### src/rtl/game_scoreboard.sv
// Match scoreboard fed by the counter's result flags.
// Edge-detects win/lose/gameover, keeps saturating tallies, holds the
// declared result until acknowledged, then raises a timed restart request.
//
// state     | meaning
// ----------+-----------------------------------------------------------
// S_PLAY    | match running, tallies follow winner/loser rising edges
// S_DONE    | result held on result_code/result_valid until ack_i
// S_RESTART | restart_req high for HOLD_CYCLES cycles, then back to play
module game_scoreboard #(
  parameter int CNT_W       = 4,
  parameter int MAX_EVENTS  = 15,
  parameter int HOLD_CYCLES = 8
) (
  input  logic             clk,
  input  logic             rst_n,
  input  logic             winner_i,
  input  logic             loser_i,
  input  logic             gameover_i,
  input  logic [1:0]       who_i,
  input  logic             clear_i,
  input  logic             ack_i,
  output logic [CNT_W-1:0] win_cnt,
  output logic [CNT_W-1:0] lose_cnt,
  output logic [1:0]       result_code,
  output logic             result_valid,
  output logic             restart_req,
  output logic             event_err
);

  typedef enum logic [1:0] {
    S_PLAY    = 2'd0,
    S_DONE    = 2'd1,
    S_RESTART = 2'd2
  } state_t;

  // A one-bit counter still works when only a single hold cycle is wanted.
  localparam int HOLD_W = (HOLD_CYCLES > 1) ? $clog2(HOLD_CYCLES) : 1;
  localparam logic [HOLD_W-1:0] HOLD_INIT = HOLD_W'(HOLD_CYCLES - 1);
  localparam logic [CNT_W-1:0]  MAX_C     = CNT_W'(MAX_EVENTS);
  localparam logic [CNT_W-1:0]  ONE_C     = CNT_W'(1);

  state_t            state, state_n;
  logic              winner_q, loser_q, gameover_q;
  logic [CNT_W-1:0]  win_n, lose_n;
  logic [1:0]        code_n;
  logic              err_n;
  logic [HOLD_W-1:0] hold_cnt, hold_n;

  logic              rise_win, rise_lose, rise_over;
  logic              win_inc, lose_inc;
  logic              win_hit, lose_hit;
  logic              who_ok;
  logic [CNT_W-1:0]  win_sum, lose_sum;

  assign rise_win  = winner_i & ~winner_q;
  assign rise_lose = loser_i & ~loser_q;
  assign rise_over = gameover_i & ~gameover_q;
  assign who_ok    = who_i[0] ^ who_i[1];

  // Saturating increments; a "hit" is only the step that lands on the limit.
  assign win_inc  = rise_win & (win_cnt != MAX_C);
  assign lose_inc = rise_lose & (lose_cnt != MAX_C);
  assign win_sum  = win_inc ? (win_cnt + ONE_C) : win_cnt;
  assign lose_sum = lose_inc ? (lose_cnt + ONE_C) : lose_cnt;
  assign win_hit  = win_inc & (win_sum == MAX_C);
  assign lose_hit = lose_inc & (lose_sum == MAX_C);

  assign result_valid = (state == S_DONE);
  assign restart_req  = (state == S_RESTART);

  // Input history; keeps tracking in every state so stale levels never re-count.
  always_ff @(posedge clk or negedge rst_n) begin
    if (!rst_n) begin
      winner_q   <= 1'b0;
      loser_q    <= 1'b0;
      gameover_q <= 1'b0;
    end else begin
      winner_q   <= winner_i;
      loser_q    <= loser_i;
      gameover_q <= gameover_i;
    end
  end

  // State, tallies, result and hold counter registers.
  always_ff @(posedge clk or negedge rst_n) begin
    if (!rst_n) begin
      state       <= S_PLAY;
      win_cnt     <= '0;
      lose_cnt    <= '0;
      result_code <= 2'b00;
      event_err   <= 1'b0;
      hold_cnt    <= '0;
    end else begin
      state       <= state_n;
      win_cnt     <= win_n;
      lose_cnt    <= lose_n;
      result_code <= code_n;
      event_err   <= err_n;
      hold_cnt    <= hold_n;
    end
  end

  // Next-state and datapath decisions; clear_i overrides everything.
  always_comb begin
    state_n = state;
    win_n   = win_cnt;
    lose_n  = lose_cnt;
    code_n  = result_code;
    err_n   = 1'b0;
    hold_n  = hold_cnt;
    if (clear_i) begin
      state_n = S_PLAY;
      win_n   = '0;
      lose_n  = '0;
      code_n  = 2'b00;
      hold_n  = '0;
    end else begin
      case (state)
        S_PLAY: begin
          win_n  = win_sum;
          lose_n = lose_sum;
          if (rise_win && rise_lose) err_n = 1'b1;
          if (rise_over) begin
            state_n = S_DONE;
            if (who_ok) begin
              code_n = who_i;
            end else begin
              err_n = 1'b1;
              if (win_sum > lose_sum)      code_n = 2'b01;
              else if (lose_sum > win_sum) code_n = 2'b10;
              else                         code_n = 2'b00;
            end
          end else if (win_hit || lose_hit) begin
            state_n = S_DONE;
            if (win_hit && lose_hit) code_n = 2'b00;
            else if (win_hit)        code_n = 2'b01;
            else                     code_n = 2'b10;
          end
        end
        S_DONE: begin
          if (ack_i) begin
            state_n = S_RESTART;
            hold_n  = HOLD_INIT;
          end
        end
        S_RESTART: begin
          if (hold_cnt == '0) begin
            state_n = S_PLAY;
            win_n   = '0;
            lose_n  = '0;
            code_n  = 2'b00;
          end else begin
            hold_n = hold_cnt - HOLD_W'(1);
          end
        end
        default: begin
          state_n = S_PLAY;
        end
      endcase
    end
  end

endmodule

### config.mk
export PLATFORM = sky130hd
export DESIGN_NAME = game_scoreboard
export DESIGN_NICKNAME = d
export VERILOG_FILES = /design/src/rtl/game_scoreboard.sv
export SDC_FILE = /design/constraint.sdc
export NUM_CORES = 1
export LEC_CHECK = 0
export CAP_MARGIN = 10
export CORE_MARGIN = 4
export CORE_UTILIZATION = 51
export DETAILED_ROUTE_END_ITERATION = 8
export GPL_ROUTABILITY_DRIVEN = 0
export PLACE_DENSITY = 0.89
export SYNTH_ARGS = -nofsm -noshare
export SYNTH_HDL_FRONTEND = slang
export SYNTH_SLANG_ARGS = --single-unit
### constraint.sdc
create_clock -name clk -period 3.3 [get_ports clk]
set_input_delay 0.495 -clock clk [delete_from_list [all_inputs] [get_ports clk]]
set_output_delay 0.495 -clock clk [all_outputs]
set_load 0.01 [all_outputs]
Metal 1:
Scale: 4 px per µm.
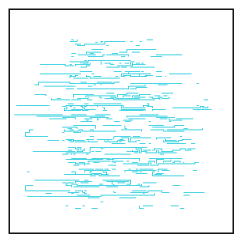
- longest straight run: 18.4 µm
- main direction: horizontal
- wire length on this layer: 1120 µm
- share of all routed wire: 45%
GR Util met1: 20.6%
via count: 981
drt total wl: 2.48 mm

Selected gate families:
Scale: 4 px per µm.
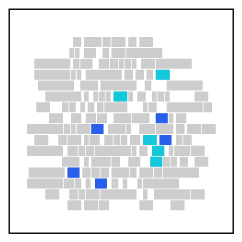
- cyan: AND-OR and OR-AND gates (cells 5; most used a22o_1)
- blue: XOR/XNOR gates (cells 5; most used xnor2_1)
fin cells: 172
most frequent logic cell in the layout: clkdlybuf4s50_1

Track usage over the die:
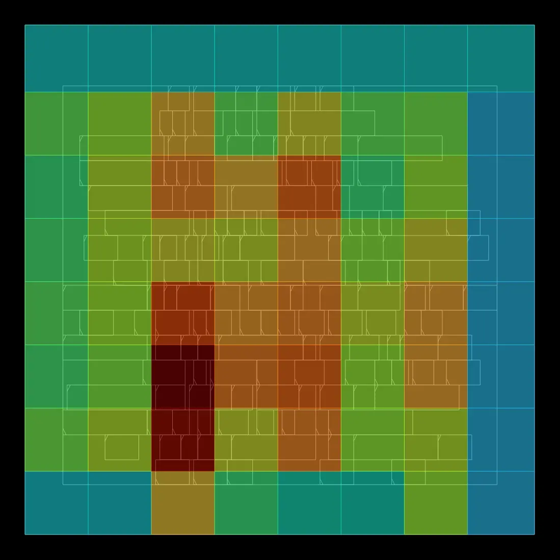
global routing met2 resource utilization: 26.2%
grt met3 use: 2.78%

Sequential cells grouped by signal name:
Scale: 8 px per µm.
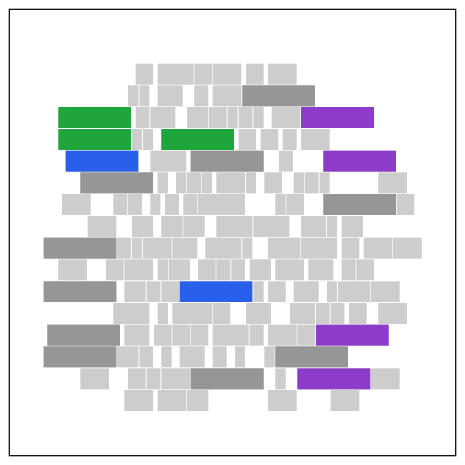
- blue: `result_code` (flops 2)
- purple: `lose_cnt` (flops 4)
- green: `hold_cnt` (flops 3)
Layout Utilization: 68.7%
Seq area share: 33.6%
register area: 475 µm²

==> impl_metrics.csv <==
group,metric,value,unit
die,ioPinCount,22,
worst_setup_path,cp-start-kind,"input pin",
final_layout,nClkBuffers,4,
placement,placed_cell_area,1390,µm²
power_and_ir_drop,p_int,0.343,mW
final_layout,inv_count,4,
yosys,top_logic_kind,"simple AND/OR/NAND/NOR gates",
worst_setup_path,slowest_delay,500,ps
yosys,synth_area_per_cell,9.40,µm²
final_layout,nFlopsAndLatches,19,
global_route,grt_antenna_before_repair,0,
global_route,top_usage_layer,"met2",
final_layout,clk_share,1.86,%
route,via_per_inst,5.70,
clock_tree,cts-resized-gates,0,
final_layout,final_area,1420,µm²
final_layout,nets,163,
outcome,outcome,"completed",
worst_setup_path,cp.arrival,3000,ps
power_and_ir_drop,finalPower,0.481,mW
power_and_ir_drop,power.leakage,0.615,nW
sta,max_freq,357,MHz
final_layout,signal_buffers,22,
power_and_ir_drop,max-vdd-ir-drop,0.000276,V
route,routed.top_layer,"met4",
yosys,synth-seq-cells,19,
final_layout,fill_cells,160,
worst_setup_path,crit_end,"result_code[1]",
worst_setup_path,cp-startpoint,"winner_i",
sta,max_slew_margin,44.9,%
final_layout,area_growth,22.5,%
power_and_ir_drop,maxPowerGroup,"sequential cells",
yosys,most_common_cell,"dfrtp_1",
sta,hold_slack,496,ps
route,drc,0,
worst_setup_path,endpoint_kind,"register",
yosys,syn_nets,140,
No activity file was given, so power comes from the tool's default toggle rates.
